Run 1, clock wires, drivers and flops:
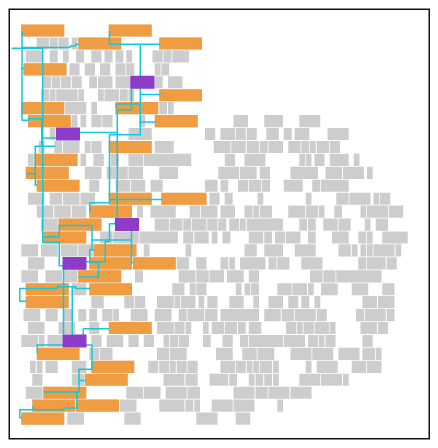
Run 1, signal wires on met1:
Supply wires on this layer in gray. Cells faint in the background.
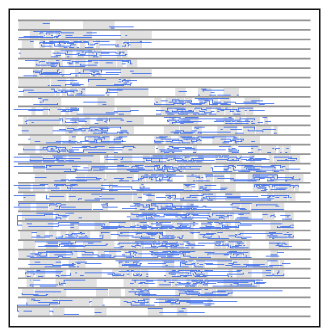
Run 1, clock routing:
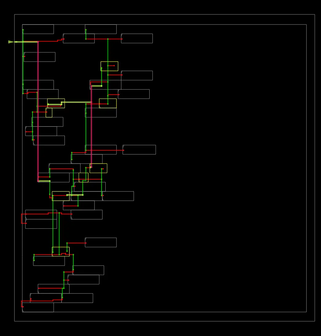
## config.mk

```make
export PLATFORM = sky130hd
export DESIGN_NAME = conbus_rr_arb_flat
export DESIGN_NICKNAME = d
export VERILOG_FILES = /design/src/rtl/conbus_pkg.sv /design/src/rtl/conbus_rr_arb_if.sv /design/src/rtl/conbus_rr_pick.sv /design/src/rtl/conbus_rr_arb.sv /design/src/flat_wrapper.sv
export SDC_FILE = /design/constraint.sdc
export NUM_CORES = 1
export LEC_CHECK = 0
export CORE_AREA = 2 2 86 88
export DETAILED_ROUTE_END_ITERATION = 10
export DIE_AREA = 0 0 88 90
export PLACE_DENSITY = 0.71
export SETUP_SLACK_MARGIN = 0.5
export SLEW_MARGIN = 20
export SYNTH_ARGS = -nofsm -noshare
export SYNTH_HDL_FRONTEND = slang
export SYNTH_SLANG_ARGS = --single-unit
```

## constraint.sdc

```tcl
create_clock -name sys_clk -period 14.64 [get_ports sys_clk]
set_input_delay 2.928 -clock sys_clk [delete_from_list [all_inputs] [get_ports sys_clk]]
set_output_delay 2.928 -clock sys_clk [all_outputs]
set_load 0.05 [all_outputs]
```

## src/rtl/conbus_pkg.sv

```systemverilog
// Shared Wishbone bus definitions: width helper, CTI cycle-type encodings
// and the arbiter state encoding.
package conbus_pkg;

  // Ceiling log2, never less than 1, so it can size a vector directly.
  function automatic int clog2(input int value);
    int result;
    result = 1;
    for (int i = 1; i < 31; i++) begin
      if ((1 << i) < value) result = i + 1;
    end
    return result;
  endfunction

  typedef enum logic [2:0] {
    CTI_CLASSIC = 3'b000,
    CTI_INCR    = 3'b010,
    CTI_EOB     = 3'b111
  } cti_e;

  typedef enum logic [1:0] {
    ST_IDLE  = 2'd0,
    ST_GRANT = 2'd1,
    ST_ABORT = 2'd2
  } arb_state_e;

endpackage

```

## src/rtl/conbus_rr_arb_if.sv

```systemverilog
// Request/grant bundle between the bus masters and the round-robin arbiter.
interface conbus_rr_arb_if #(
  parameter int N_MASTERS = 5
);
  localparam int IDX_W = conbus_pkg::clog2(N_MASTERS);

  logic [N_MASTERS-1:0] m_cyc_i;
  logic                 ack_i;
  logic [N_MASTERS-1:0] gnt_o;
  logic [IDX_W-1:0]     gnt_idx_o;
  logic                 gnt_valid_o;
  logic [N_MASTERS-1:0] err_o;

  modport master (
    output m_cyc_i, ack_i,
    input  gnt_o, gnt_idx_o, gnt_valid_o, err_o
  );

  modport slave (
    input  m_cyc_i, ack_i,
    output gnt_o, gnt_idx_o, gnt_valid_o, err_o
  );
endinterface

```

## src/rtl/conbus_rr_pick.sv

```systemverilog
// Rotating-priority search: first unmasked requester above ptr, wrapping.
module conbus_rr_pick #(
  parameter int N_MASTERS = 5,
  parameter int IDX_W     = 3
) (
  input  logic [N_MASTERS-1:0] req,
  input  logic [N_MASTERS-1:0] mask,
  input  logic [IDX_W-1:0]     ptr,
  output logic                 found,
  output logic [IDX_W-1:0]     index
);
  logic [N_MASTERS-1:0] eligible;

  for (genvar gi = 0; gi < N_MASTERS; gi++) begin : g_elig
    assign eligible[gi] = req[gi] & ~mask[gi];
  end

  // Walk from farthest to nearest so the nearest hit above ptr is kept last.
  always_comb begin
    logic [IDX_W-1:0] cand;
    found = 1'b0;
    index = '0;
    cand  = '0;
    for (int k = N_MASTERS; k >= 1; k--) begin
      cand = IDX_W'((int'(ptr) + k) % N_MASTERS);
      if (eligible[cand]) begin
        found = 1'b1;
        index = cand;
      end
    end
  end
endmodule

```

## src/rtl/conbus_rr_arb.sv

```systemverilog
// Round-robin Wishbone bus arbiter with non-split bursts and a bus watchdog
// that aborts a stalled master and masks it until it drops cyc.
module conbus_rr_arb
  import conbus_pkg::*;
#(
  parameter int N_MASTERS = 5,
  parameter int TIMEOUT   = 256
) (
  input logic              sys_clk,
  input logic              sys_rst_n,
  conbus_rr_arb_if.slave   bus
);
  localparam int IDX_W = clog2(N_MASTERS);
  localparam int CNT_W = clog2(TIMEOUT + 1);
  localparam logic [IDX_W-1:0] PTR_RST = IDX_W'(N_MASTERS - 1);
  localparam logic [CNT_W-1:0] CNT_MAX = CNT_W'(TIMEOUT);

  arb_state_e           state_reg, state_next;
  logic [N_MASTERS-1:0] gnt_reg, gnt_next;
  logic [IDX_W-1:0]     idx_reg, idx_next;
  logic                 valid_reg, valid_next;
  logic [N_MASTERS-1:0] err_reg, err_next;
  logic [CNT_W-1:0]     cnt_reg, cnt_next;
  logic [N_MASTERS-1:0] mask_reg, mask_next;
  logic [IDX_W-1:0]     ptr_reg, ptr_next;
  logic                 armed_reg;
  logic                 pick_found;
  logic [IDX_W-1:0]     pick_idx;
  logic                 do_grant;

  conbus_rr_pick #(
    .N_MASTERS (N_MASTERS),
    .IDX_W     (IDX_W)
  ) u_pick (
    .req   (bus.m_cyc_i),
    .mask  (mask_reg),
    .ptr   (ptr_reg),
    .found (pick_found),
    .index (pick_idx)
  );

  always_comb begin
    state_next = state_reg;
    gnt_next   = gnt_reg;
    idx_next   = idx_reg;
    valid_next = valid_reg;
    err_next   = '0;
    cnt_next   = cnt_reg;
    ptr_next   = ptr_reg;
    mask_next  = mask_reg & bus.m_cyc_i;
    do_grant   = 1'b0;

    case (state_reg)
      ST_IDLE: do_grant = armed_reg && pick_found;
      ST_GRANT: begin
        // Release is checked before the watchdog so a master that lets go
        // on the timeout cycle is never flagged.
        if (!bus.m_cyc_i[idx_reg]) begin
          if (pick_found) begin
            do_grant = 1'b1;
          end else begin
            state_next = ST_IDLE;
            gnt_next   = '0;
            idx_next   = '0;
            valid_next = 1'b0;
            cnt_next   = '0;
          end
        end else if (TIMEOUT != 0 && cnt_reg == CNT_MAX) begin
          state_next         = ST_ABORT;
          err_next[idx_reg]  = 1'b1;
          mask_next[idx_reg] = 1'b1;
          gnt_next           = '0;
          idx_next           = '0;
          valid_next         = 1'b0;
          cnt_next           = '0;
        end else if (TIMEOUT != 0) begin
          cnt_next = bus.ack_i ? '0 : cnt_reg + 1'b1;
        end
      end
      ST_ABORT: state_next = ST_IDLE;
      default:  state_next = ST_IDLE;
    endcase

    if (do_grant) begin
      state_next         = ST_GRANT;
      gnt_next           = '0;
      gnt_next[pick_idx] = 1'b1;
      idx_next           = pick_idx;
      valid_next         = 1'b1;
      ptr_next           = pick_idx;
      cnt_next           = '0;
    end
  end

  // armed_reg holds off arbitration for the first edge after reset release.
  always_ff @(posedge sys_clk or negedge sys_rst_n) begin
    if (!sys_rst_n) begin
      state_reg <= ST_IDLE;
      gnt_reg   <= '0;
      idx_reg   <= '0;
      valid_reg <= 1'b0;
      err_reg   <= '0;
      cnt_reg   <= '0;
      mask_reg  <= '0;
      ptr_reg   <= PTR_RST;
      armed_reg <= 1'b0;
    end else begin
      state_reg <= state_next;
      gnt_reg   <= gnt_next;
      idx_reg   <= idx_next;
      valid_reg <= valid_next;
      err_reg   <= err_next;
      cnt_reg   <= cnt_next;
      mask_reg  <= mask_next;
      ptr_reg   <= ptr_next;
      armed_reg <= 1'b1;
    end
  end

  assign bus.gnt_o       = gnt_reg;
  assign bus.gnt_idx_o   = idx_reg;
  assign bus.gnt_valid_o = valid_reg;
  assign bus.err_o       = err_reg;
endmodule

```

## src/flat_wrapper.sv

```systemverilog
// flat-port wrapper written by rule: the top's interface ports become plain ports
module conbus_rr_arb_flat import conbus_pkg::*;
#(
  parameter int N_MASTERS = 5,
  parameter int TIMEOUT   = 256
)
  (sys_clk, sys_rst_n, bus_m_cyc_i, bus_ack_i, bus_gnt_o, bus_gnt_idx_o, bus_gnt_valid_o, bus_err_o);
  conbus_rr_arb_if #(.N_MASTERS(N_MASTERS)) bus_i ();
  input logic sys_clk;
  input logic sys_rst_n;
  input wire logic [$bits(bus_i.m_cyc_i)-1:0] bus_m_cyc_i;
  input wire logic [$bits(bus_i.ack_i)-1:0] bus_ack_i;
  output wire logic [$bits(bus_i.gnt_o)-1:0] bus_gnt_o;
  output wire logic [$bits(bus_i.gnt_idx_o)-1:0] bus_gnt_idx_o;
  output wire logic [$bits(bus_i.gnt_valid_o)-1:0] bus_gnt_valid_o;
  output wire logic [$bits(bus_i.err_o)-1:0] bus_err_o;
  assign bus_i.m_cyc_i = bus_m_cyc_i;
  assign bus_i.ack_i = bus_ack_i;
  assign bus_gnt_o = bus_i.gnt_o;
  assign bus_gnt_idx_o = bus_i.gnt_idx_o;
  assign bus_gnt_valid_o = bus_i.gnt_valid_o;
  assign bus_err_o = bus_i.err_o;
  conbus_rr_arb #(.N_MASTERS(N_MASTERS), .TIMEOUT(TIMEOUT)) u_core (.sys_clk(sys_clk), .sys_rst_n(sys_rst_n), .bus(bus_i));
endmodule
```

==> impl_metrics.ini, run 1 <==
; generated from flow reports
[clock_network]
post_cts_buffers = 0
cts_repair_resize_count = 0
htree_num_levels = 2
cts-hold-fix-buffers = 0
tritoncts.num_buffers = 5
clock_sinks = 34
clkTransAtPathRegs_ns = 0.07
cts_tree = built

[setup_path]
cp_slowest_stage_delay_ns = 0.52
reg2reg_slack_ns = 9.15
critPathLaunchType = input port
critPathSlowestCell = sky130_fd_sc_hd__mux4_2
worstPathRequired_ns = 14.81
reg2reg_start = u_core.ptr_reg[2]$_DFFE_PN1N_
cp-end-kind = register

[global_route]
pin_count_of_the_biggest_net_entering_global_routing = 35
grt_first_pass_wirelength_um = 13670

[synth]
synth-warning-count = 0
postSynthCellCount = 387
synthDistinctLibCells = 88
mappedNetlistNets = 424
async_sr_flop_fraction = 1.000
avgSynthCellArea_um2 = 8.878
syn-cell-area_um2 = 3436
flop_cell = sky130_fd_sc_hd__dfrtp_1

[placement]
dpl_cell_area_um2 = 3717
place.port_buffers = 21
routabilityCongestion = 0.8669

[final_layout]
stdcell_area_um2 = 3812
drive_above_1_share = 0.1064
antenna_cells = 0
area.combinational_um2 = 2437
filler_cell_count = 633
area_growth_syn_to_layout_pct = 10.96
layout_top_cells_excl_fill_tap = sky130_fd_sc_hd__dfrtp_1, sky130_fd_sc_hd__ha_1, sky130_fd_sc_hd__nor2_1, sky130_fd_sc_hd__o21ai_0

[worst_hold_path]
hold_path.startpoint = u_core.bus.gnt_valid_o$_DFFE_PN0P_
hp-class = register to register
worst_hold_path.num_cells = 1

[floorplan]
initial_utilization = 0.4894
placementRows = 31
die_area_um2 = 7920
dieHeight_um = 90
fp.dieW_um = 88
number_of_top_level_pins = 22

[drt]
via_count = 3120
detailroute.wirelength.met2_um = 3758
post_drt_via_cell_ratio = 6.203
detailroute.wirelength.met3_um = 285
avgRoutedWirePerCell_um = 15.97

[sta]
fmaxAchievable_mhz = 168.8
worst-slew-pin-transition_ns = 0.6815
setup-violations-final = 0
timing.final.crit_period_ns = 5.925
layout_worst_path_cycle_share = 0.4047
max_slew_violation_count = 0

[outcome]
status = completed

[job]
max_cap_violations = 0
## Picture notes: 'clock wires, drivers and flops'
Key: clock-net drivers = purple [count 5]; clock wires = cyan [length 429 um]; flip-flops = orange [count 34]
There are 6 routed clock nets.

## Picture notes: 'signal wires on met1'
The wires run mostly horizontal. 397 nets have wire on it. The layer holds 48% of the routed length.

## Picture notes: 'clock routing'
sequential cell count: 34
Insertion Delay late pin: 0.29 ns
CLK BUF: 6
Clock Skew: 0.009065 ns

run 1: how the worst max path moves through the flow:
stage                         startpoint                                   to  slack [ns]  cells past startpoint
after detailed placement  bus_m_cyc_i[1]  u_core.bus.gnt_idx_o[0]$_DFFE_PN0P_        8.43                     10
after global routing      bus_m_cyc_i[1]  u_core.bus.gnt_idx_o[1]$_DFFE_PN0P_        8.45                     10
after global placement    bus_m_cyc_i[1]  u_core.bus.gnt_idx_o[1]$_DFFE_PN0P_        8.58                     10
after CTS                 bus_m_cyc_i[1]  u_core.bus.gnt_idx_o[1]$_DFFE_PN0P_        8.75                     10
final                     bus_m_cyc_i[1]  u_core.bus.gnt_idx_o[1]$_DFFE_PN0P_        8.72                     10
after floorplan           bus_m_cyc_i[1]      u_core.bus.gnt_o[1]$_DFFE_PN0P_        9.55                     10
run 1: metrics by stage:
step,hold WS (ns),setup slack [ns],cells
finish,0.4820,8.715,503
global route,0.5097,8.449,503
CTS,0.4861,8.748,503
detailed placement,0.4697,8.434,495
global placement,0.4659,8.580,495
floorplan,0.4543,9.547,387
run 1: routing by layer:
layer	global-route usage	vias up
met2	0.3302	81
li1	-	1489
met1	0.3068	1541
met3	0.01469	9
met5	0	-
met4	0.07051	0
run 1: logic make-up (layout without fill, tap and decap cells):
family,count (synthesis),count (layout),synth area share
simple gates,133,133,0.2181
compound gates,126,126,0.2862
buf+inv,35,52,0.04261
flops,34,34,0.2480
fa+ha+maj,29,29,0.1078
mux,19,19,0.06628
xor+xnor,10,10,0.02986
other cells,1,1,0.001091
run 1: cell usage after synthesis (5+ instances only):
cell                       count  area [um^2]
sky130_fd_sc_hd__clkbuf_1      9        33.78
sky130_fd_sc_hd__nand3_1       8        40.04
sky130_fd_sc_hd__dfrtp_1      33        825.8
sky130_fd_sc_hd__nand2b_1     19        118.9
sky130_fd_sc_hd__and3_1        8        50.05
sky130_fd_sc_hd__ha_1         28        350.3
sky130_fd_sc_hd__inv_1        19        71.32
sky130_fd_sc_hd__a21o_1       10        75.07
sky130_fd_sc_hd__o21ai_0      27        135.1
sky130_fd_sc_hd__nor2b_1       8        50.05
sky130_fd_sc_hd__o211ai_1      9        67.56
sky130_fd_sc_hd__nor2_1       27        101.4
sky130_fd_sc_hd__a21oi_1      11        55.05
sky130_fd_sc_hd__xnor2_1       5        43.79
sky130_fd_sc_hd__mux2i_1      13        130.1
sky130_fd_sc_hd__nor3_1        5        25.02
sky130_fd_sc_hd__nand2_1      21        78.83
sky130_fd_sc_hd__o31ai_1       5        37.54
run 1: layout make-up:
type	count	area share
clock buffers	6	0.02166
flip-flops and latches	34	0.2235
well taps	99	0.03249
repair buffers	23	0.05907
inverters	21	0.02068
clock inverters	2	0.003282
multi-input cells	318	0.6393
## Run 2: what changed since run 1
==> constraint.sdc (replaced) <==
create_clock -name sys_clk -period 5.5 [get_ports sys_clk]
set_input_delay 1.1 -clock sys_clk [delete_from_list [all_inputs] [get_ports sys_clk]]
set_output_delay 1.1 -clock sys_clk [all_outputs]
set_load 0.05 [all_outputs]
==> impl_metrics.ini, run 2 <==
; generated from flow reports
[outcome]
status = completed

[floorplan]
die_area_um2 = 7920
number_of_top_level_pins = 22
dieHeight_um = 90
placementRows = 31
initial_utilization = 0.4894
fp.dieW_um = 88

[global_route]
grt_util_all_layers = 0.2197
grt-busiest-layer = met2
pin_count_of_the_biggest_net_entering_global_routing = 35
grt.met2_usage = 0.3706
grt_use_met3 = 0.02479
grt_first_pass_wirelength_um = 14160

[setup_path]
worstPathRequired_ns = 5.68
reg2reg_slack_ns = 0.89
cp_slowest_stage_delay_ns = 0.52
critPathSlowestCell = sky130_fd_sc_hd__or4_4
cp-end-kind = register
reg2reg_start = u_core.ptr_reg[1]$_DFFE_PN0N_

[synth]
flop_cell = sky130_fd_sc_hd__dfrtp_1
synthDistinctLibCells = 88
postSynthCellCount = 387
synth-warning-count = 0
syn-cell-area_um2 = 3436
mappedNetlistNets = 424
async_sr_flop_fraction = 1.000
main_area_contributors_after_synthesis = sky130_fd_sc_hd__dfrtp_1, sky130_fd_sc_hd__ha_1, sky130_fd_sc_hd__o21ai_0, sky130_fd_sc_hd__mux2i_1, sky130_fd_sc_hd__nand2b_1
yosysTopAreaCell = sky130_fd_sc_hd__dfrtp_1
avgSynthCellArea_um2 = 8.878

[worst_hold_path]
worst_hold_path.num_cells = 1
hp-class = register to register
hold_path.startpoint = u_core.mask_reg[1]$_DFF_PN0_

[final_layout]
area_growth_syn_to_layout_pct = 13.37
antenna_cells = 0
filler_cell_count = 631
layout_top_cells_excl_fill_tap = sky130_fd_sc_hd__dfrtp_1, sky130_fd_sc_hd__ha_1, sky130_fd_sc_hd__nor2_1, sky130_fd_sc_hd__o21ai_0
area.combinational_um2 = 2482

[clock_network]
clkTransAtPathRegs_ns = 0.07
cts.path.max_buffers = 2
clock.latency.late_pin_ns = 0.28
tritoncts.num_buffers = 5
cts-hold-fix-buffers = 0
clock_sinks = 34

[sta]
worst-slew-pin-transition_ns = 1.004
worst_hold_slack_ns = 0.4811
finClkSkew_ns = 0.005476
setup-violations-final = 0
timing.final.crit_period_ns = 4.612

[placement]
place.port_buffers = 21
routabilityCongestion = 0.9814

[job]
max_cap_violations = 0

[drt]
post_drt_via_cell_ratio = 6.051
avgRoutedWirePerCell_um = 16.53
[run 2: worst max-delay path by stage]
stage	start	to	slack [ns]	depth (start not counted)
5_1_grt	u_core.ptr_reg[2]$_DFFE_PN1N_	u_core.bus.gnt_idx_o[1]$_DFFE_PN0P_	0.54	16
2_1_floorplan	u_core.ptr_reg[0]$_DFFE_PN0N_	u_core.bus.gnt_o[1]$_DFFE_PN0P_	0.56	20
6_report	u_core.ptr_reg[1]$_DFFE_PN0N_	u_core.bus.gnt_o[1]$_DFFE_PN0P_	0.89	18
4_1_cts	u_core.ptr_reg[1]$_DFFE_PN0N_	u_core.bus.gnt_idx_o[1]$_DFFE_PN0P_	0.55	18
3_3_place_gp	u_core.ptr_reg[1]$_DFFE_PN0N_	u_core.bus.gnt_idx_o[1]$_DFFE_PN0P_	0.65	16
3_5_place_dp	u_core.ptr_reg[1]$_DFFE_PN0N_	u_core.bus.gnt_idx_o[1]$_DFFE_PN0P_	0.50	16
[run 2: logic make-up after synthesis]
| group | Yosys count | share of synthesized area |
|---|---|---|
| adder cells (fa/ha/maj) | 29 | 0.1078 |
| multiplexers | 19 | 0.06628 |
| AND/OR/NAND/NOR | 133 | 0.2181 |
| AND-OR/OR-AND | 126 | 0.2862 |
| buffers and inverters | 35 | 0.04261 |
| XOR/XNOR | 10 | 0.02986 |
| other | 1 | 0.001091 |
| flip-flops | 34 | 0.2480 |
[run 2: layout make-up]
| class | instances | area share |
|---|---|---|
| clock buffer | 5 | 0.01767 |
| clock inverter | 3 | 0.01028 |
| inverter | 21 | 0.02024 |
| multi-input combinational | 318 | 0.6373 |
| sequential | 34 | 0.2191 |
| tap | 99 | 0.03180 |
| timing repair buffer | 26 | 0.06360 |
[run 2: layer usage]
layer,vias to the layer above,share of wire
met3,10,0.038
met1,1487,0.45
met4,0,0.017
met2,72,0.49
li1,1493,-
met5,-,0
[run 2: stage by stage]
stage,area (um^2),util,setup WS (ns),cells
detailed placement,3732,0.5316,0.4998,497
global route,3895,0.5548,0.5368,506
global placement,3732,0.5316,0.6488,497
floorplan,3436,-,0.5567,387
finish,3895,0.5548,0.8884,506
CTS,3841,0.5471,0.5546,505
[run 2: what timing repair did]
action / in CTS / in global routing
pin swaps: 0 / 0
setup endpoints to repair: 5 / 22
gates resized: 1 / 10
setup buffers: 0 / 1
Run 2, signal wires on met1:
Supply wires on this layer in gray. Cells faint in the background.
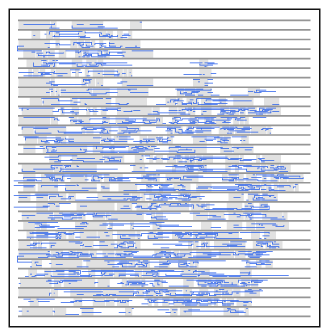
The wires run mostly horizontal. The longest straight run is 29.0 um. 401 nets have wire on it. The layer holds 45% of the routed length.

Run 2, sizing map:
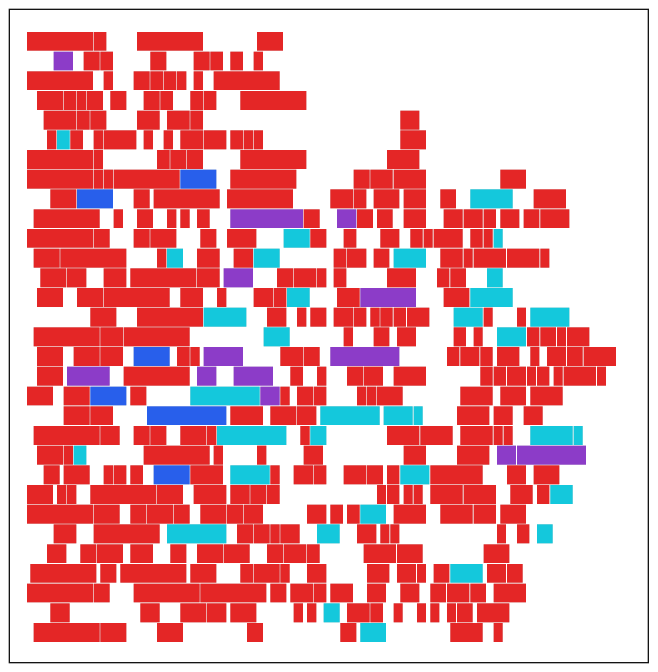
Key: x2 = cyan [cells 34, share 8.4%, most used or2_2]; x6 and larger = blue [cells 6, share 1.5%, most used clkbuf_8]; x3 and x4 = purple [cells 13, share 3.2%, most used buf_4]; x1 and smaller = red [cells 354, share 87%, most used dfrtp_1]

## Run 3: what changed since run 2
==> constraint.sdc (replaced) <==
create_clock -name sys_clk -period 4.4 [get_ports sys_clk]
set_input_delay 0.88 -clock sys_clk [delete_from_list [all_inputs] [get_ports sys_clk]]
set_output_delay 0.88 -clock sys_clk [all_outputs]
set_load 0.05 [all_outputs]
==> impl_metrics.ini, run 3 <==
; generated from flow reports
[clock_network]
tritoncts.num_buffers = 5
htree_num_levels = 2
clock_sinks = 34
cts.path.max_buffers = 2
clock.latency.late_pin_ns = 0.28
cts_tree = built
clkTransAtPathRegs_ns = 0.07

[final_layout]
filler_cell_count = 556
layout_top_cells_excl_fill_tap = sky130_fd_sc_hd__buf_4, sky130_fd_sc_hd__dfrtp_1, sky130_fd_sc_hd__nor2_1, sky130_fd_sc_hd__clkdlybuf4s50_1, sky130_fd_sc_hd__nand2_1
area_growth_syn_to_layout_pct = 35.87
antenna_cells = 0

[floorplan]
die_area_um2 = 7920
placementRows = 31
fp.dieW_um = 88
dieHeight_um = 90
initial_utilization = 0.4894
number_of_top_level_pins = 22

[sta]
fmaxAchievable_mhz = 243.4
setup-violations-final = 0
timing.final.crit_period_ns = 4.109
finClkSkew_ns = 0.005296
layout_worst_path_cycle_share = 0.9338
worst-slew-pin-transition_ns = 0.7029
max_slew_violation_count = 0

[synth]
async_sr_flop_fraction = 1.000
synth-warning-count = 0
netlist_top_cells_count = sky130_fd_sc_hd__dfrtp_1, sky130_fd_sc_hd__ha_1, sky130_fd_sc_hd__nor2_1, sky130_fd_sc_hd__o21ai_0, sky130_fd_sc_hd__nand2_1
area_leader_share = 0.2403
synthDistinctLibCells = 88
yosysTopAreaCell = sky130_fd_sc_hd__dfrtp_1
flop_cell = sky130_fd_sc_hd__dfrtp_1
yosysMostFrequentCell = sky130_fd_sc_hd__dfrtp_1
mappedNetlistNets = 424

[drt]
avgRoutedWirePerCell_um = 17.40
post_drt_via_cell_ratio = 6.063
via_count = 3389

[setup_path]
critPathLaunchType = register
critPathSlowestCell = sky130_fd_sc_hd__dfstp_2
worstPathRequired_ns = 4.62
cp-end-kind = register
cp_slowest_stage_delay_ns = 0.57

[placement]
place.port_buffers = 21
routabilityCongestion = 0.9087

[global_route]
grt_util_all_layers = 0.2359
grt_first_pass_wirelength_um = 15190
pin_count_of_the_biggest_net_entering_global_routing = 26

[outcome]
status = completed

[worst_hold_path]
hp-class = register to register
## run 3: final cells by class
type,instances,area [um^2],area share
Clock inverter,2,15.01,0.003216
Multi-Input combinational cell,318,2836,0.6076
Tap cell,99,123.9,0.02653
Sequential cell,34,854.6,0.1831
Inverter,21,93.84,0.02010
Timing Repair Buffer,80,675.6,0.1447
Clock buffer,5,68.82,0.01474
## run 3: worst max-delay path, delay by kind of cell (launching register included)
kind	cells	cell delay (ns)
flops	1	0.57
fa+ha+maj	3	0.57
buf+inv	2	0.25
simple gates	3	0.80
compound gates	7	1.85
## run 3: kinds of logic (layout without fill, tap and decap cells)
| kind of cell | count (synthesis) | count (layout) | share of synthesized area |
|---|---|---|---|
| muxes | 19 | 19 | 0.06628 |
| other | 1 | 1 | 0.001091 |
| xor gates and xnor gates | 10 | 10 | 0.02986 |
| DFF | 34 | 34 | 0.2480 |
| AOI/OAI and AO/OA | 126 | 126 | 0.2862 |
| adders and majority gates | 29 | 29 | 0.1078 |
| buffers and inverters | 35 | 108 | 0.04261 |
| and+or+nand+nor | 133 | 133 | 0.2181 |
## run 3: per-stage QoR
stage            util  cell area (um^2)  cells  hold slack [ns]  worst slack (ns)
3_5_place_dp   0.5646              3964    506           0.4716           0.05206
6_report       0.6649              4668    559           0.4854            0.2914
2_1_floorplan       -              3647    387           0.4543            0.2139
4_1_cts        0.6143              4313    533           0.4885            0.3495
3_3_place_gp   0.5646              3964    506           0.4705            0.1335
5_1_grt        0.6649              4668    559           0.5200           0.09278
## run 3: what timing repair did
item | 4_1_cts | 5_1_grt
buffers inserted | 20 | 26
setup endpoints to repair | 22 | 22
hold buffers | 0 | 0
gates resized | 24 | 37
pin swaps | 24 | 42
## run 3: final timing paths
path	start	end	slack, ns	depth (start not counted)
worst max-delay path	u_core.ptr_reg[2]$_DFFE_PN1N_	u_core.bus.gnt_idx_o[1]$_DFFE_PN0P_	0.29	15
min in group asynchronous	sys_rst_n	u_core.bus.gnt_o[1]$_DFFE_PN0P_	0.57	1
worst min register to register	u_core.mask_reg[1]$_DFF_PN0_	u_core.mask_reg[1]$_DFF_PN0_	0.49	1
max in group asynchronous	sys_rst_n	u_core.cnt_reg[5]$_DFFE_PN0P_	3.27	2
worst max register to register	u_core.ptr_reg[2]$_DFFE_PN1N_	u_core.bus.gnt_idx_o[1]$_DFFE_PN0P_	0.29	15
worst min-delay path	u_core.mask_reg[1]$_DFF_PN0_	u_core.mask_reg[1]$_DFF_PN0_	0.49	1
## run 3: routing by layer
layer,up-vias,share of wire,GRT usage
li1,1603,-,-
met1,1641,0.45,0.3192
met2,123,0.48,0.3750
met3,22,0.048,0.03857
met4,0,0.022,0.08846
met5,-,0,0
Run 3, clock wires, drivers and flops:
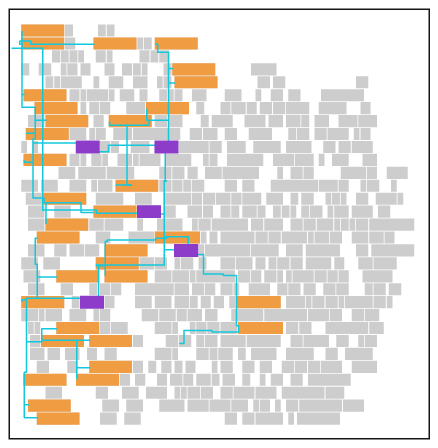
Key: flip-flops = orange [count 34]; clock-net drivers = purple [count 5]; clock wires = cyan [length 464 um]
There are 6 routed clock nets.

Run 3, sizing map:
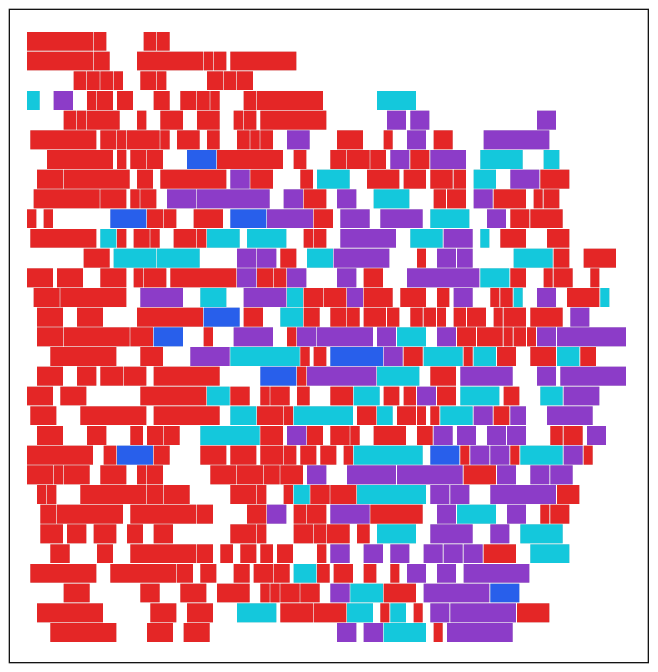
Key: x3 and x4 = purple [cells 95, share 21%, most used buf_4]; x2 = cyan [cells 52, share 11%, most used ha_2]; x6 and larger = blue [cells 10, share 2.2%, most used clkbuf_8]; x1 and smaller = red [cells 303, share 66%, most used dfrtp_1]

